**config.mk**
```make
export PLATFORM = sky130hd
export DESIGN_NAME = pwm_bank_flat
export DESIGN_NICKNAME = d
export VERILOG_FILES = /design/src/rtl/pwm_pkg.sv /design/src/rtl/pwm_bank_if.sv /design/src/rtl/pwm_prescaler.sv /design/src/rtl/pwm_bank.sv /design/src/flat_wrapper.sv
export SDC_FILE = /design/constraint.sdc
export NUM_CORES = 1
export LEC_CHECK = 0
export CORE_UTILIZATION = 35
export DETAILED_ROUTE_END_ITERATION = 8
export GPL_TIMING_DRIVEN = 0
export HOLD_SLACK_MARGIN = 0.08
export SLEW_MARGIN = 25
export SYNTH_ARGS = -nofsm -noshare
export SYNTH_HDL_FRONTEND = slang
export SYNTH_SLANG_ARGS = --single-unit
```
**constraint.sdc**
```tcl
create_clock -name clk -period 2.05 [get_ports clk]
set_input_delay 0.41 -clock clk [delete_from_list [all_inputs] [get_ports clk]]
set_output_delay 0.41 -clock clk [all_outputs]
set_load 0.02 [all_outputs]
```
**src/rtl/pwm_pkg.sv**
```systemverilog
// Shared definitions for the PWM bank: register map addresses and the
// compare-address decode helper.
package pwm_pkg;

    localparam logic [3:0] ADDR_CMP_LAST = 4'h7;
    localparam logic [3:0] ADDR_DIV      = 4'h8;
    localparam logic [3:0] ADDR_TOP      = 4'h9;
    localparam logic [3:0] ADDR_POL      = 4'hA;

    localparam int PWM_W_DEFAULT = 8;

    // Compare slots above the instantiated channel count are silently ignored.
    function automatic logic isCmpAddr(input logic [3:0] addr, input int nCh);
        return (addr <= ADDR_CMP_LAST) && (int'(addr) < nCh);
    endfunction

endpackage

```
**src/rtl/pwm_bank_if.sv**
```systemverilog
// Register write port of the PWM bank: a one-cycle strobe carrying the
// address and LSB-aligned data coming from the SPI address decoder.
interface pwm_bank_if;

    logic        wr_en;
    logic [3:0]  wr_addr;
    logic [15:0] wr_data;

    modport master (output wr_en, output wr_addr, output wr_data);
    modport slave  (input  wr_en, input  wr_addr, input  wr_data);

endinterface

```
**src/rtl/pwm_prescaler.sv**
```systemverilog
// Clock-enable prescaler: produces one tick every DIV+1 clocks while enabled,
// restarting its count whenever the divisor is rewritten.
module pwm_prescaler
    import pwm_pkg::*;
#(
    parameter int DIV_W = 4
) (
    input  logic             clk,
    input  logic             rst_n,
    input  logic             ena,
    input  logic             wrEn_i,
    input  logic [3:0]       wrAddr_i,
    input  logic [DIV_W-1:0] wrData_i,
    output logic             tick_o,
    output logic             tickOut_o
);

    logic [DIV_W-1:0] div_q;
    logic [DIV_W-1:0] preCnt_q;
    logic [DIV_W-1:0] preCnt_d;
    logic             tickOut_q;
    logic             divWr;

    assign divWr  = wrEn_i && (wrAddr_i == ADDR_DIV);
    assign tick_o = ena && (preCnt_q == div_q);

    // The tick of the current clock still counts even if DIV is rewritten now.
    always_comb begin
        preCnt_d = preCnt_q + 1'b1;
        if (!ena || tick_o || divWr) begin
            preCnt_d = '0;
        end
    end

    always_ff @(posedge clk) begin
        if (!rst_n) begin
            div_q     <= '0;
            preCnt_q  <= '0;
            tickOut_q <= 1'b0;
        end else begin
            preCnt_q  <= preCnt_d;
            tickOut_q <= tick_o;
            if (divWr) begin
                div_q <= wrData_i;
            end
        end
    end

    assign tickOut_o = tickOut_q;

endmodule

```
**src/rtl/pwm_bank.sv**
```systemverilog
// N-channel PWM bank with programmable period, double-buffered compare/TOP
// registers that load at period wrap, per-channel polarity and a wrap pulse.
module pwm_bank
    import pwm_pkg::*;
#(
    parameter int N_CH  = 8,
    parameter int PWM_W = PWM_W_DEFAULT,
    parameter int DIV_W = 4
) (
    input  logic            clk,
    input  logic            rst_n,
    input  logic            ena,
    pwm_bank_if.slave       bus,
    output logic [N_CH-1:0] pwm_out,
    output logic            period_start,
    output logic            tick_out
);

    logic             tick;
    logic             wrap;
    logic             loadAct;
    logic             wrTop;
    logic             wrPol;
    logic [PWM_W-1:0] cnt_q;
    logic [PWM_W-1:0] cnt_d;
    logic [PWM_W-1:0] topSh_q;
    logic [PWM_W-1:0] topSh_d;
    logic [PWM_W-1:0] topAct_q;
    logic [N_CH-1:0]  pol_q;
    logic [N_CH-1:0]  pwm_q;
    logic [N_CH-1:0]  pwm_d;
    logic             periodStart_q;
    logic             unusedWrData;

    assign unusedWrData = ^bus.wr_data;

    pwm_prescaler #(
        .DIV_W (DIV_W)
    ) uPrescaler (
        .clk       (clk),
        .rst_n     (rst_n),
        .ena       (ena),
        .wrEn_i    (bus.wr_en),
        .wrAddr_i  (bus.wr_addr),
        .wrData_i  (bus.wr_data[DIV_W-1:0]),
        .tick_o    (tick),
        .tickOut_o (tick_out)
    );

    assign wrTop = bus.wr_en && (bus.wr_addr == ADDR_TOP);
    assign wrPol = bus.wr_en && (bus.wr_addr == ADDR_POL);
    assign wrap  = tick && (cnt_q == topAct_q);

    // Actives load from the post-write shadow so a write on the wrap clock
    // lands in the new period; while disabled they simply follow the shadows.
    assign loadAct = wrap || !ena;
    assign topSh_d = wrTop ? bus.wr_data[PWM_W-1:0] : topSh_q;

    always_comb begin
        cnt_d = cnt_q;
        if (!ena || wrap) begin
            cnt_d = '0;
        end else if (tick) begin
            cnt_d = cnt_q + 1'b1;
        end
    end

    for (genvar i = 0; i < N_CH; i++) begin : gCh
        logic             wrCmp;
        logic [PWM_W-1:0] cmpSh_q;
        logic [PWM_W-1:0] cmpSh_d;
        logic [PWM_W-1:0] cmpAct_q;

        assign wrCmp   = bus.wr_en && isCmpAddr(bus.wr_addr, N_CH)
                         && (bus.wr_addr[2:0] == 3'(i));
        assign cmpSh_d = wrCmp ? bus.wr_data[PWM_W-1:0] : cmpSh_q;
        assign pwm_d[i] = ena ? ((cnt_q < cmpAct_q) ^ pol_q[i]) : pol_q[i];

        always_ff @(posedge clk) begin
            if (!rst_n) begin
                cmpSh_q  <= '0;
                cmpAct_q <= '0;
            end else begin
                cmpSh_q <= cmpSh_d;
                if (loadAct) begin
                    cmpAct_q <= cmpSh_d;
                end
            end
        end
    end

    always_ff @(posedge clk) begin
        if (!rst_n) begin
            cnt_q         <= '0;
            topSh_q       <= '1;
            topAct_q      <= '1;
            pol_q         <= '0;
            pwm_q         <= '0;
            periodStart_q <= 1'b0;
        end else begin
            cnt_q         <= cnt_d;
            topSh_q       <= topSh_d;
            pwm_q         <= pwm_d;
            periodStart_q <= wrap;
            if (loadAct) begin
                topAct_q <= topSh_d;
            end
            if (wrPol) begin
                pol_q <= bus.wr_data[N_CH-1:0];
            end
        end
    end

    assign pwm_out      = pwm_q;
    assign period_start = periodStart_q;

endmodule

```
**src/flat_wrapper.sv**
```systemverilog
// flat-port wrapper written by rule: the top's interface ports become plain ports
module pwm_bank_flat import pwm_pkg::*;
#(
    parameter int N_CH  = 8,
    parameter int PWM_W = PWM_W_DEFAULT,
    parameter int DIV_W = 4
)
  (clk, rst_n, ena, pwm_out, period_start, tick_out, bus_wr_en, bus_wr_addr, bus_wr_data);
  pwm_bank_if bus_i ();
  input  logic clk;
  input  logic rst_n;
  input  logic ena;
  output logic [N_CH-1:0] pwm_out;
  output logic period_start;
  output logic tick_out;
  input wire logic [$bits(bus_i.wr_en)-1:0] bus_wr_en;
  input wire logic [$bits(bus_i.wr_addr)-1:0] bus_wr_addr;
  input wire logic [$bits(bus_i.wr_data)-1:0] bus_wr_data;
  assign bus_i.wr_en = bus_wr_en;
  assign bus_i.wr_addr = bus_wr_addr;
  assign bus_i.wr_data = bus_wr_data;
  pwm_bank #(.N_CH(N_CH), .PWM_W(PWM_W), .DIV_W(DIV_W)) u_core (.clk(clk), .rst_n(rst_n), .ena(ena), .bus(bus_i), .pwm_out(pwm_out), .period_start(period_start), .tick_out(tick_out));
endmodule
```
==> images/layer_met1.png <==
Supply wires on this layer in gray.
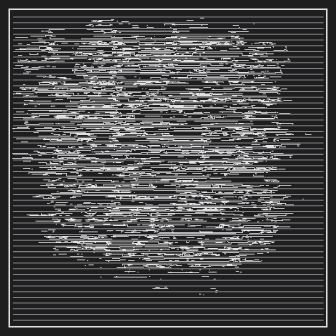
main direction = horizontal
wire length on this layer = 10,700 um
share of all routed wire = 49%
nets with wire on the layer = 889
routed vias: 6,118
routed wire length: 21.91 mm
met1 Track Usage GR: 26.95%

==> images/layer_met2.png <==
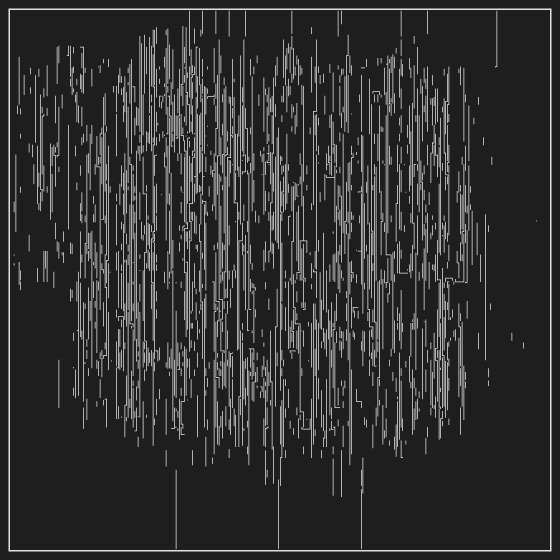
longest straight run = 49.5 um
wire length on this layer = 9,990 um
nets with wire on the layer = 771
share of all routed wire = 46%
GRT met2 Usage: 32.20%

==> impl_metrics.ini <==
; yosys + openroad results
[synthesis]
topCombFamilyByArea = AND-OR/OR-AND gates
synth-edff-count = 0
ys_seq_share_pct = 46.33
ys_cells = 794
yosysTopAreaCellShare_pct = 46.33
xor_area_share_pct = 1.822
adder_share_pct = 9.435
synth_area_sq_um = 7691
topCellsByArea = dfxtp_1 (46%), ha_1 (9.4%), a2bb2oi_1 (6.6%)
synthDistinctLibCells = 41
ys_sh_mux_pct = 2.603
yosysMostFrequentCell = dfxtp_1
synth_warnings = 0
yosys-top-cells-count = dfxtp_1 (178), o21ai_0 (83), nand3_1 (80), inv_1 (67)

[detailed_routing]
routed.top_layer = met4
routed-wl-met3_um = 851
final_antenna_net_count = 0
drt_first_pass_iters = 6
wire_per_inst_um = 19.13

[cells_and_area]
nonClockInverterCount = 67
buffer_area_share_pct = 8.123
lay_top_count = dfxtp_1
sh_seq_area_pct = 38.22
diodes = 0
drive_above_1_share_pct = 14.60
nFlopsAndLatches = 178
final_util_pct = 44.14
final-comb-area_sq_um = 3822

[cts]
cts_tree = done
cts_buffers = 17
clk_pin_slew_ns = 0.06
clockBufferDepth = 2
root_buffer = clkbuf_16

[status]
outcome = finished, violations left
violations = setup timing

[critical_path]
worstSetupStartpoint = u_core.cnt_q[2]$_SDFFE_PP0P_
critPathMaxFanout = 10
startpoint_type = register
reg2reg_to = u_core.gCh[6].cmpAct_q[0]$_SDFFE_PN0P_
required_ns = 2.38
critical_path_class = reg -> reg

[placement]
pre_cts_slack_ns = -1.508
dpl.hpwl_mm = 14.07
gp_congestion = 0.7603

[pwr]
p_switching_w = 0.001904
powerComb_w = 0.000847
pwr-share-comb_pct = 10.7
vdd_drop_max_mv = 0.6759
total_power_w = 0.007929
maxPowerGroup = registers
p_seq_w = 0.00363

[sta]
layout_setup_ws_ns = -0.05148
setup_tns_ns = -1.115
drv_slew = 0
tightest_slew_ns = 0.7037
relSlewSlack_pct = 53.09
setup_viol = 61
hold_viol = 0

[floorplan]
tap_cells = 275
initCoreUtil_pct = 36.13
die_w_um = 150.2

[grt]
grt_usage_pct = 19.94
grt_start_max_net_pins = 17
grt_pass1_wl_mm = 33.02

[hold_path]
min_path_cells = 2
worst max-delay path, stage by stage (launching register included):
cell	delay (ns)
dfxtp_4	0.36
buf_8	0.13
buf_12	0.12
xor2_1	0.17
nor4_4	0.35
a21oi_2	0.10
or2_1	0.25
buf_8	0.16
buf_6	0.16
o22a_1	0.17
flip-flops by register name, summed over array words and instances (netlist names), 8 cells and up:
register and cells:
u_core.gCh.cmpAct_q 64, u_core.gCh.cmpSh_q 64, u_core.topSh_q 8, u_core.topAct_q 8, u_core.pol_q 8, u_core.cnt_q 8
u_core.pwm_out 8
repair_timing:
action,CTS,global route
pin swaps,3,14
gates resized,48,49
setup buffers,12,6
endpoints found under the setup margin,172,89
cloned,0,2
hold buffers,0,0
No activity file was given, so power comes from the tool's default toggle rates.
